<file path="src/rtl/pong_game_engine.sv">
// pong_game_engine
//   Pong game-state engine: ball physics, paddle movement, paddle/wall
//   collision, scoring and the IDLE/SERVE/PLAY/OVER match sequence.
//   State advances only on cycles where frame_tick is high.
//
// Ports
//   clk, rst          : system clock, synchronous active-high reset
//   frame_tick        : one-cycle per-frame strobe, the only advancing cycle
//   start             : any button pressed (sampled on tick cycles only)
//   stick_y1/stick_y2 : raw stick Y, 128 = centre, larger = up
//   ball_x/ball_y     : ball top-left position
//   p1_y/p2_y         : paddle top positions
//   p1_score/p2_score : saturating scores
//   game_state        : 0 IDLE, 1 SERVE, 2 PLAY, 3 OVER
//   game_over         : high while in OVER
//
// Optional feature macro: PONG_SPEEDUP_EN -- each paddle hit raises the
//   horizontal speed by 1 up to MAX_VX; speed returns to BALL_VX on serve.
module pong_game_engine #(
  parameter int SCREEN_W     = 640,
  parameter int SCREEN_H     = 480,
  parameter int PADDLE_W     = 5,
  parameter int PADDLE_H     = 100,
  parameter int BALL_SIZE    = 10,
  parameter int BALL_VX      = 4,
  parameter int STICK_SHIFT  = 5,
  parameter int SERVE_FRAMES = 60,
  parameter int WIN_SCORE    = 7,
  parameter int MAX_VX       = 12
) (
  input  logic        clk,
  input  logic        rst,
  input  logic        frame_tick,
  input  logic        start,
  input  logic [7:0]  stick_y1,
  input  logic [7:0]  stick_y2,
  output logic [10:0] ball_x,
  output logic [10:0] ball_y,
  output logic [10:0] p1_y,
  output logic [10:0] p2_y,
  output logic [7:0]  p1_score,
  output logic [7:0]  p2_score,
  output logic [1:0]  game_state,
  output logic        game_over
);

  typedef enum logic [1:0] {S_IDLE = 2'd0, S_SERVE = 2'd1, S_PLAY = 2'd2, S_OVER = 2'd3} state_t;

  localparam logic [10:0] BALL_X0 = 11'(SCREEN_W / 2 - BALL_SIZE / 2);
  localparam logic [10:0] BALL_Y0 = 11'(SCREEN_H / 2 - BALL_SIZE / 2);
  localparam logic [10:0] PAD_Y0  = 11'((SCREEN_H - PADDLE_H) / 2);
  localparam logic [10:0] PAD_MAX = 11'(SCREEN_H - PADDLE_H);
  localparam logic [10:0] BY_MAX  = 11'(SCREEN_H - BALL_SIZE);
  localparam logic [10:0] BX_LHIT = 11'(PADDLE_W);
  localparam logic [10:0] BX_RHIT = 11'(SCREEN_W - PADDLE_W - BALL_SIZE);

  localparam logic signed [11:0] S_BY_MAX  = 12'(SCREEN_H - BALL_SIZE);
  localparam logic signed [11:0] S_PW      = 12'(PADDLE_W);
  localparam logic signed [11:0] S_BS      = 12'(BALL_SIZE);
  localparam logic signed [11:0] S_HALF    = 12'(BALL_SIZE / 2);
  localparam logic signed [11:0] S_RLINE   = 12'(SCREEN_W - PADDLE_W);
  localparam logic signed [11:0] S_BX_MISS = 12'(SCREEN_W - BALL_SIZE);
  localparam logic signed [11:0] S_H3      = 12'(PADDLE_H / 3);
  localparam logic signed [11:0] S_H23     = 12'(2 * PADDLE_H / 3);
  localparam logic [11:0]        U_BS      = 12'(BALL_SIZE);
  localparam logic [11:0]        U_PH      = 12'(PADDLE_H);

  // vx register sized for the larger of the start speed and the speed cap
  localparam int VX_TOP = (MAX_VX > BALL_VX) ? MAX_VX : BALL_VX;
  localparam int VX_W   = $clog2(VX_TOP + 1);
  localparam int CNT_W  = (SERVE_FRAMES > 1) ? $clog2(SERVE_FRAMES) : 1;
  localparam logic [CNT_W-1:0] CNT_LAST = CNT_W'(SERVE_FRAMES - 1);

  state_t              r_state;
  logic [10:0]         r_ball_x, r_ball_y, r_p1_y, r_p2_y;
  logic [7:0]          r_p1_score, r_p2_score;
  logic                r_game_over;
  logic signed [11:0]  r_vy;
  logic [VX_W-1:0]     r_vx;
  logic                r_dir_r;   // 0 = moving left, 1 = moving right
  logic [CNT_W-1:0]    r_cnt;

  logic [10:0]         w_p1_n, w_p2_n, w_bx_n, w_by_n;
  logic signed [11:0]  w_ny, w_nx, w_vx, w_vy_n, w_off1, w_off2, w_hit_off;
  logic                w_ov1, w_ov2, w_hit, w_dir_n, w_p1_pt, w_p2_pt;
  logic [7:0]          w_s1_inc, w_s2_inc;

  function automatic logic [10:0] paddle_next(input logic [10:0] p, input logic [7:0] s);
    logic [7:0]  d;
    logic [11:0] sum;
    paddle_next = p;
    if (s >= 8'd128) begin
      d = 8'(s - 8'd128) >> STICK_SHIFT;
      paddle_next = (p >= {3'b000, d}) ? p - {3'b000, d} : '0;
    end else begin
      d   = 8'(8'd128 - s) >> STICK_SHIFT;
      sum = {1'b0, p} + {4'b0000, d};
      paddle_next = (sum > {1'b0, PAD_MAX}) ? PAD_MAX : sum[10:0];
    end
  endfunction

  always_comb begin
    w_p1_n   = paddle_next(r_p1_y, stick_y1);
    w_p2_n   = paddle_next(r_p2_y, stick_y2);
    w_s1_inc = (r_p1_score == 8'hFF) ? 8'hFF : r_p1_score + 8'd1;
    w_s2_inc = (r_p2_score == 8'hFF) ? 8'hFF : r_p2_score + 8'd1;

    // overlap and hit offset use the pre-tick ball and paddle positions
    w_ov1  = (({1'b0, r_ball_y} + U_BS) > {1'b0, r_p1_y}) && ({1'b0, r_ball_y} < ({1'b0, r_p1_y} + U_PH));
    w_ov2  = (({1'b0, r_ball_y} + U_BS) > {1'b0, r_p2_y}) && ({1'b0, r_ball_y} < ({1'b0, r_p2_y} + U_PH));
    w_off1 = $signed({1'b0, r_ball_y}) + S_HALF - $signed({1'b0, r_p1_y});
    w_off2 = $signed({1'b0, r_ball_y}) + S_HALF - $signed({1'b0, r_p2_y});

    w_ny   = $signed({1'b0, r_ball_y}) + r_vy;
    w_by_n = w_ny[10:0];
    w_vy_n = r_vy;
    if (w_ny < 12'sd0) begin
      w_by_n = '0;
      w_vy_n = -r_vy;
    end else if (w_ny > S_BY_MAX) begin
      w_by_n = BY_MAX;
      w_vy_n = -r_vy;
    end

    w_vx      = 12'(r_vx);
    w_bx_n    = r_ball_x;
    w_dir_n   = r_dir_r;
    w_hit     = 1'b0;
    w_hit_off = '0;
    w_p1_pt   = 1'b0;
    w_p2_pt   = 1'b0;
    if (!r_dir_r) begin
      w_nx = $signed({1'b0, r_ball_x}) - w_vx;
      if (w_nx <= S_PW && w_ov1) begin
        w_bx_n = BX_LHIT; w_dir_n = 1'b1; w_hit = 1'b1; w_hit_off = w_off1;
      end else if (w_nx <= 12'sd0) begin
        w_p2_pt = 1'b1;
      end else begin
        w_bx_n = w_nx[10:0];
      end
    end else begin
      w_nx = $signed({1'b0, r_ball_x}) + w_vx;
      if (w_nx + S_BS >= S_RLINE && w_ov2) begin
        w_bx_n = BX_RHIT; w_dir_n = 1'b0; w_hit = 1'b1; w_hit_off = w_off2;
      end else if (w_nx >= S_BX_MISS) begin
        w_p1_pt = 1'b1;
      end else begin
        w_bx_n = w_nx[10:0];
      end
    end

    // a paddle hit sets vy from the hit angle; the wall clamp still applies to ball_y
    if (w_hit) begin
      if (w_hit_off < S_H3)        w_vy_n = -12'sd2;
      else if (w_hit_off >= S_H23) w_vy_n = 12'sd2;
      else                         w_vy_n = 12'sd0;
    end
  end

  always_ff @(posedge clk) begin
    if (rst) begin
      r_state     <= S_IDLE;
      r_ball_x    <= BALL_X0;
      r_ball_y    <= BALL_Y0;
      r_p1_y      <= PAD_Y0;
      r_p2_y      <= PAD_Y0;
      r_p1_score  <= '0;
      r_p2_score  <= '0;
      r_game_over <= 1'b0;
      r_vy        <= '0;
      r_vx        <= VX_W'(BALL_VX);
      r_dir_r     <= 1'b0;
      r_cnt       <= '0;
    end else if (frame_tick) begin
      unique case (r_state)
        S_IDLE: begin
          if (start) r_state <= S_SERVE;
        end
        S_SERVE: begin
          r_p1_y   <= w_p1_n;
          r_p2_y   <= w_p2_n;
          r_ball_x <= BALL_X0;
          r_ball_y <= BALL_Y0;
          r_vy     <= '0;
          if (r_cnt == CNT_LAST) begin
            r_state <= S_PLAY;
            r_cnt   <= '0;
          end else begin
            r_cnt <= r_cnt + 1'b1;
          end
        end
        S_PLAY: begin
          r_p1_y   <= w_p1_n;
          r_p2_y   <= w_p2_n;
          r_ball_x <= w_bx_n;
          r_ball_y <= w_by_n;
          r_vy     <= w_vy_n;
          r_dir_r  <= w_dir_n;
`ifdef PONG_SPEEDUP_EN
          if (w_hit && r_vx < VX_W'(MAX_VX)) r_vx <= r_vx + 1'b1;
`endif
          if (w_p1_pt || w_p2_pt) begin
            // the next serve heads toward the player who conceded
            r_ball_x <= BALL_X0;
            r_ball_y <= BALL_Y0;
            r_vy     <= '0;
            r_vx     <= VX_W'(BALL_VX);
            r_cnt    <= '0;
            r_dir_r  <= w_p1_pt;
            if (w_p2_pt) r_p2_score <= w_s2_inc;
            else         r_p1_score <= w_s1_inc;
            if ((w_p2_pt ? w_s2_inc : w_s1_inc) == 8'(WIN_SCORE)) begin
              r_state     <= S_OVER;
              r_game_over <= 1'b1;
            end else begin
              r_state <= S_SERVE;
            end
          end
        end
        S_OVER: begin
          if (start) begin
            r_state     <= S_SERVE;
            r_game_over <= 1'b0;
            r_p1_score  <= '0;
            r_p2_score  <= '0;
            r_p1_y      <= PAD_Y0;
            r_p2_y      <= PAD_Y0;
            r_ball_x    <= BALL_X0;
            r_ball_y    <= BALL_Y0;
            r_vy        <= '0;
            r_vx        <= VX_W'(BALL_VX);
            r_dir_r     <= 1'b0;
            r_cnt       <= '0;
          end
        end
      endcase
    end
  end

  assign ball_x     = r_ball_x;
  assign ball_y     = r_ball_y;
  assign p1_y       = r_p1_y;
  assign p2_y       = r_p2_y;
  assign p1_score   = r_p1_score;
  assign p2_score   = r_p2_score;
  assign game_state = r_state;
  assign game_over  = r_game_over;

endmodule

</file>
<file path="config.mk">
export PLATFORM = sky130hd
export DESIGN_NAME = pong_game_engine
export DESIGN_NICKNAME = d
export VERILOG_FILES = /design/src/rtl/pong_game_engine.sv
export SDC_FILE = /design/constraint.sdc
export NUM_CORES = 1
export LEC_CHECK = 0
export ABC_AREA = 1
export CAP_MARGIN = 20
export CORE_MARGIN = 1.5
export CORE_UTILIZATION = 35
export DETAILED_ROUTE_END_ITERATION = 10
export GPL_TIMING_DRIVEN = 0
export PLACE_DENSITY = 0.65
export SYNTH_ARGS = -nofsm -noshare
export SYNTH_HDL_FRONTEND = slang
export SYNTH_SLANG_ARGS = --single-unit
</file>
<file path="constraint.sdc">
create_clock -name clk -period 3.93 [get_ports clk]
set_input_delay 0.786 -clock clk [delete_from_list [all_inputs] [get_ports clk]]
set_output_delay 0.786 -clock clk [all_outputs]
set_load 0.005 [all_outputs]
</file>
Fig. 1: M3 wires
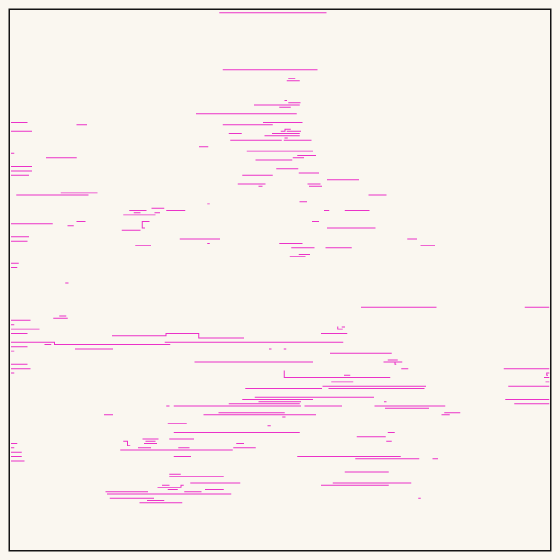
main direction: horizontal
share of all routed wire: 5.7%
longest straight run: 54.9 um
total length of routed wires: 28900 um
detailed-route via count: 10.0k
met3 Use GR: 0.0227

Fig. 2: met2 routing
Bar = 50 um.
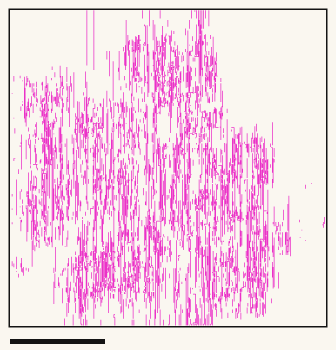
wire length on this layer: 13100 um
share of all routed wire: 45%
longest straight run: 66.3 um

==> impl_metrics.json <==
{
  "worstPathRequired_ps": 4170,
  "yosysMostFrequentCell": "nand2_1",
  "grtUsageTotal": 0.203,
  "pin_count": 83,
  "grt_pass1_vias": 9039,
  "grt_max_degree": 18,
  "cap_violations": 0,
  "synth_flop_count": 81,
  "status": "completed",
  "dp_cells": 1882,
  "top_layer": "met4",
  "logic_family": "simple AND/OR/NAND/NOR gates",
  "reg2reg_to": "ball_x[8]",
  "via_per_inst": 5.25,
  "ys_types": 55,
  "layout_top_cell": "nand2_1",
  "synthesis.area_um2": 9420,
  "adder_share": 0.155,
  "chip_area_um2": 27900,
  "top_area_frac": 0.172,
  "powerDensity_nw_per_um2": 365,
  "drive_gt1_frac": 0.107,
  "yosysChipArea_um2": 9420,
  "min_period_ps": 3700,
  "gp_congestion": 0.912,
  "reg2reg_from": "ball_y[2]",
  "antenna_cells": 0,
  "grt_pass1_wl_um": 45900,
  "ir_drop_mv": 0.260,
  "wl_met2_um": 13100,
  "final_util": 0.429,
  "cts.htree.levels": 3,
  "overflow": 0,
  "drt-met1-wl_um": 13600,
  "wl_per_cell_um": 15.1,
  "ys_seq_share": 0.172,
  "core_region_area_um2": 26200,
  "p_switching_uw": 1900,
  "pwr-share-comb": 0.536,
  "area_leaders": "dfxtp_1, ha_1, nand2_1",
  "fmax_mhz": 270,
  "p_seq_frac": 0.253,
  "synthArstFlopShare": 0,
  "p_total_uw": 4110,
  "critical_path_buf_inv_count": 3,
  "cpMostUsedCell": "o21ai_0"
}
Fig. 3: floorplan with the power grid
Bar = 50 um. Pins as bars on the die edge.
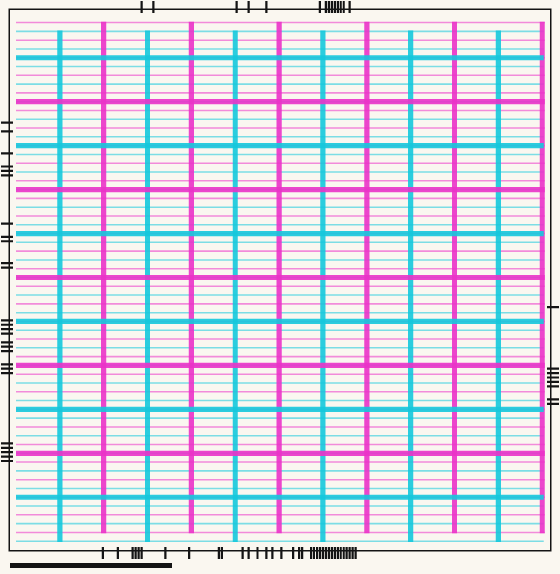
legend:
  VDD:
    color: magenta
  VSS:
    color: cyan
met4 straps: 12
rows: 59

Fig. 4: the clock network
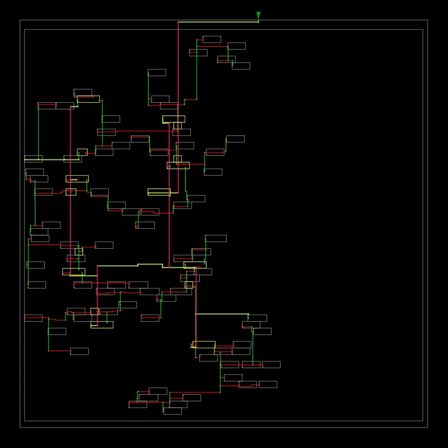
Clk. pwr: 866 uW
Num CTS Buffers: 9
clk_skew: 8.74 ps
CTS sink count: 81
Seq cells: 81

## final cells by class
type	count	area, um^2
plain buffers	33	171
clock buffers	9	225
clock inverters	7	66.3
fillers	2701	15000
inverters	192	731
multi-input cells	1160	7090
flip-flops and latches	81	1640
well taps	335	419
repair buffers	93	908
## power by group through the flow
| stage | clock (uW) | combinational (uW) | sequential (uW) |
|---|---|---|---|
| 2_1_floorplan | 0 | 1570 | 1010 |
| 3_3_place_gp | 0 | 2080 | 1050 |
| 3_5_place_dp | 0 | 2110 | 1050 |
| 4_1_cts | 883 | 2120 | 1030 |
| 5_1_grt | 917 | 2480 | 1050 |
| 6_report | 866 | 2200 | 1040 |
Power and IR drop assume default switching activity.
